Design spi_periph, sky130hd; sources not shown.
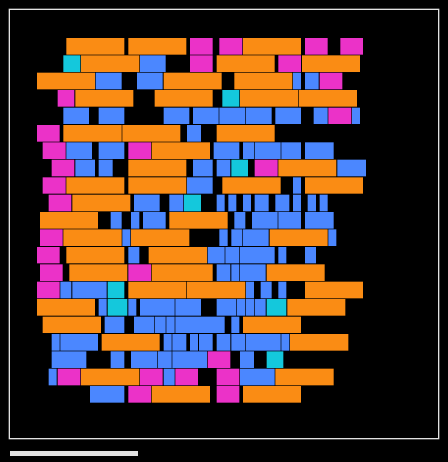
Figure 1: placement by cell class.
The bar under the picture is 20 um long.
class	color	cells	share of their area
flip-flops	orange	47	51%
other buffers and delay cells	magenta	28	12%
all other logic	blue	99	34%
clock drivers and dummy loads	cyan	8	2.7%
num rows: 21
fin util: 70.53%
fin area: 2354 um^2
Seq/total area: 50.03%
core area: 3337 um^2

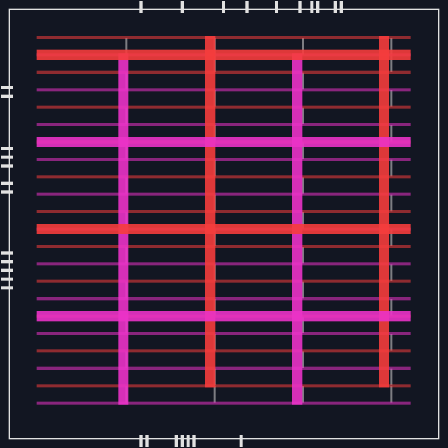
Figure 2: supply network.
Pins as bars on the die edge. Tap cells in gray.
net	color
VSS	magenta
VDD	red
met5 straps	4
signal pins	29
rows	21
tap cells	46
Chip Width: 66.86 um
die height: 66.86 um
maximum VDD drop: 289.7 uV

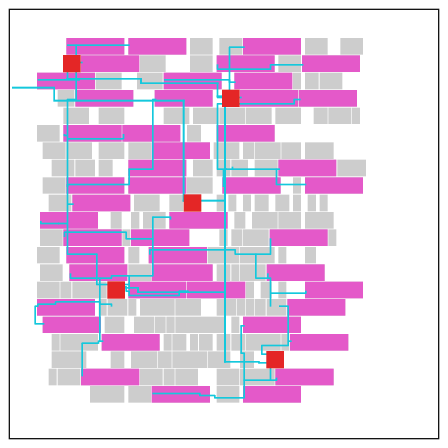
Figure 3: routed clock nets over the placement.
[cells driving clock nets] red | count: 5
[flip-flops] magenta | count: 47
[clock wires] cyan | length: 522 um
routed clock nets	6
Clk pwr share: 23.2%
clock latency on the worst-skew pair: 0.38 ns

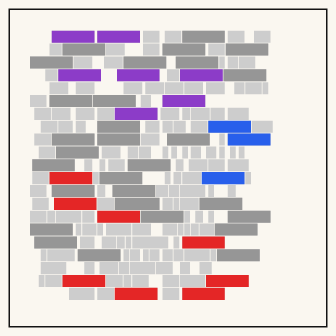
Figure 4: where the registers sit.
name in the netlist	color	sequential cells
tx_buf_q	red	8
bit_cnt_q	blue	3
rx_sr_q	purple	7
Sequential cell area: 1177 um^2
sequential power: 0.532 mW

==> flow_summary.yaml <==
# physical design summary
power:
  p_leak_nw: 1.051
  pwr_density_cell_nw_per_um2: 383.8
  total_power_mw: 0.9033
die:
  initCoreUtil_pct: 59.17
  dieArea_um2: 4470
  io_pins: 29
layout:
  finalNetCount: 199
  drive_gt1_share_pct: 23.08
  n_antenna_cell: 0
  final-comb-area_um2: 759.5
  area_delta_synth_final_pct: 19.20
  stdcell_count: 228
  fillCellCount: 214
setup_path:
  required_ns: 4.78
  max_stage_delay_ns: 0.58
  crit_chain: "inv_1, ha_1, nand2b_1, o41a_4, o21ai_4, mux2_4"
  rrSetupSlack_ns: 2.14
  reg2reg_depth: 6
  cp-end-kind: "flop"
  cp-start-kind: "flop"
  path_class: "reg2reg"
  cp_max_fo: 15
  cp_data_arrival_time_ns: 2.64
  crit_slowest_cell: "o41a_4"
run_status:
  status: "finished, final reports clean"
timing:
  skew_ns: 0.01239
  hold_ws_ns: 0.3752
  slew-limit-headroom_pct: 61.85
  max_freq_mhz: 422.8
  setup_viol: 0
  tightest_slew_ns: 0.5722
  min_period_ns: 2.365
  final-hold-violation-count: 0
  rsz0062_at_grt: "false"
  tns_ns: 0
  fin_crit_sh_pct: 52.55
  finalMaxSlewViolations: 0
synthesis:
  syn_inst: 150
  edf_count: 0
  simple_gate_area_share_pct: 9.189
  yosysTopAreaCell: "dfrtp_1"
  ys_types: 28
  yosys_warnings: 0
  synthAdderAreaFrac_pct: 1.901
  synth_top_area_share_pct: 58.30
  ys.flops: 47
  ys_sh_mux_pct: 15.65
  synthFlopType: "dfrtp_1"
  xor_area_share_pct: 0.4436
  yosys.stat.seqShare_pct: 59.63
  topCombFamilyByArea: "multiplexers"
  synth_area_um2: 1974
  synth-area-yosys_um2: 1974
  topCellsByArea: "dfrtp_1 (58%), mux2_2 (8.6%), mux2_4 (6.1%)"
  synth-compound-area-share_pct: 11.28
  yosys-stat-cells: 150
  ys_async_sr_fraction_pct: 100.0
  avgSynthCellArea_um2: 13.16
clock_network:
  clk_pin_slew_ns: 0.15
  h-tree-depth: 2
  cts_sinks: 47
  cts_resized: 0
  root_buffer: "clkbuf_4"
  clock_path_buffers: 2
  cts_setup_buffers: 0
  cts_buffers: 5
  ctsHoldBuffers: 0
  cts_tree: "built"
detailed_routing:
  ant_nets: 0
  drtIter0Drc: 57
  drc: 0
  wl_mm: 4.177
  routedWlPerCell_um: 18.32
  drt-vias-per-instance: 5.772
  vias: 1316
  drt_first_pass_iters: 4
placement:
  place_inst: 220
  port_buffers: 28
  finalWeightedCongestion: 0.8304
  hpwl_mm: 2.884
  placed_area_um2: 2288
global_routing:
  grt_pass1_vias: 1402
  grt-ovfl-total: 0
  antenna_found_initial: 0
  grt_max_degree: 48
  grt_usage_pct: 21.55
  grt_first_pass_wirelength_mm: 6.906
min_path:
  hp-class: "reg2reg"
  min_path_cells: 0
run:
  warnings: 26
  drv_cap: 0
-- synth_stat cells (2+ instances only) --
cell type and instances:
nor2b_1 3, clkbuf_1 3, mux2_4 8, o22ai_1 7
o21ai_0 7, mux2i_1 2, o221a_2 6, nand2_1 18
mux2_2 15, nor2_1 5, o22a_1 2, ha_1 3
inv_1 5, nand3_1 2, nand2b_1 6, dfrtp_1 46
-- worst max-delay path, delay by kind of cell, from the launching register on --
kind	cells	cell delay, ns
DFF	1	0.43
muxes	1	0.34
and+or+nand+nor	1	0.30
adders and majority gates	1	0.15
buffers and inverters	1	0.07
AOI/OAI and AO/OA	2	0.97
-- per-stage QoR --
step | setup WS (ns) | utilization, %
finish | 2.135 | 70.53
global route | 2.022 | 70.53
CTS | 2.133 | 70.45
detailed placement | 1.903 | 68.58
global placement | 2.028 | 68.58
floorplan | 2.446 | -
-- per-layer routing --
layer | vias up | global-route usage [%] | wire length (um) | part of all wire [%]
met1 | 657 | 25.56 | 1670 | 40
met2 | 51 | 36.01 | 2176 | 52
li1 | 594 | - | - | -
met4 | 0 | 10.13 | 122 | 2.9
met3 | 14 | 6.071 | 208 | 5.0
met5 | - | 0 | 0 | 0
-- cells in the final DEF, fill, tap and decap left out, types with 2 or more instances in the layout --
cell type	instances
o22ai_1	7
clkinv_4	2
o22a_1	2
dfrtp_1	46
nand2_1	18
mux2i_1	2
nand2b_1	6
o221a_2	6
clkbuf_4	5
mux2_2	15
nand3_1	2
ha_1	3
clkdlybuf4s50_1	27
nor2_1	5
mux2_4	8
inv_1	5
o21ai_0	7
nor2b_1	3
-- final cells by class --
cell class,instances,area share (%)
clock buffers,5,1.595
inverters,5,0.7974
flip-flops and latches,47,50.03
repair buffers,28,11.80
clock inverters,3,1.063
well taps,46,2.446
multi-input cells,94,32.27
-- kinds of logic after synthesis --
logic type | count (synthesis)
flops | 47
simple gates | 38
compound gates | 27
mux | 25
buf+inv | 9
fa+ha+maj | 3
xor+xnor | 1
-- report_power, final --
group / leakage (nW) / internal [mW] / switching (mW)
Clock: 0.0314 / 0.0628 / 0.147
Sequential: 0.577 / 0.486 / 0.0458
Combinational: 0.442 / 0.0912 / 0.0712
Total: 1.05 / 0.640 / 0.264
No activity file was given, so power comes from the tool's default toggle rates.
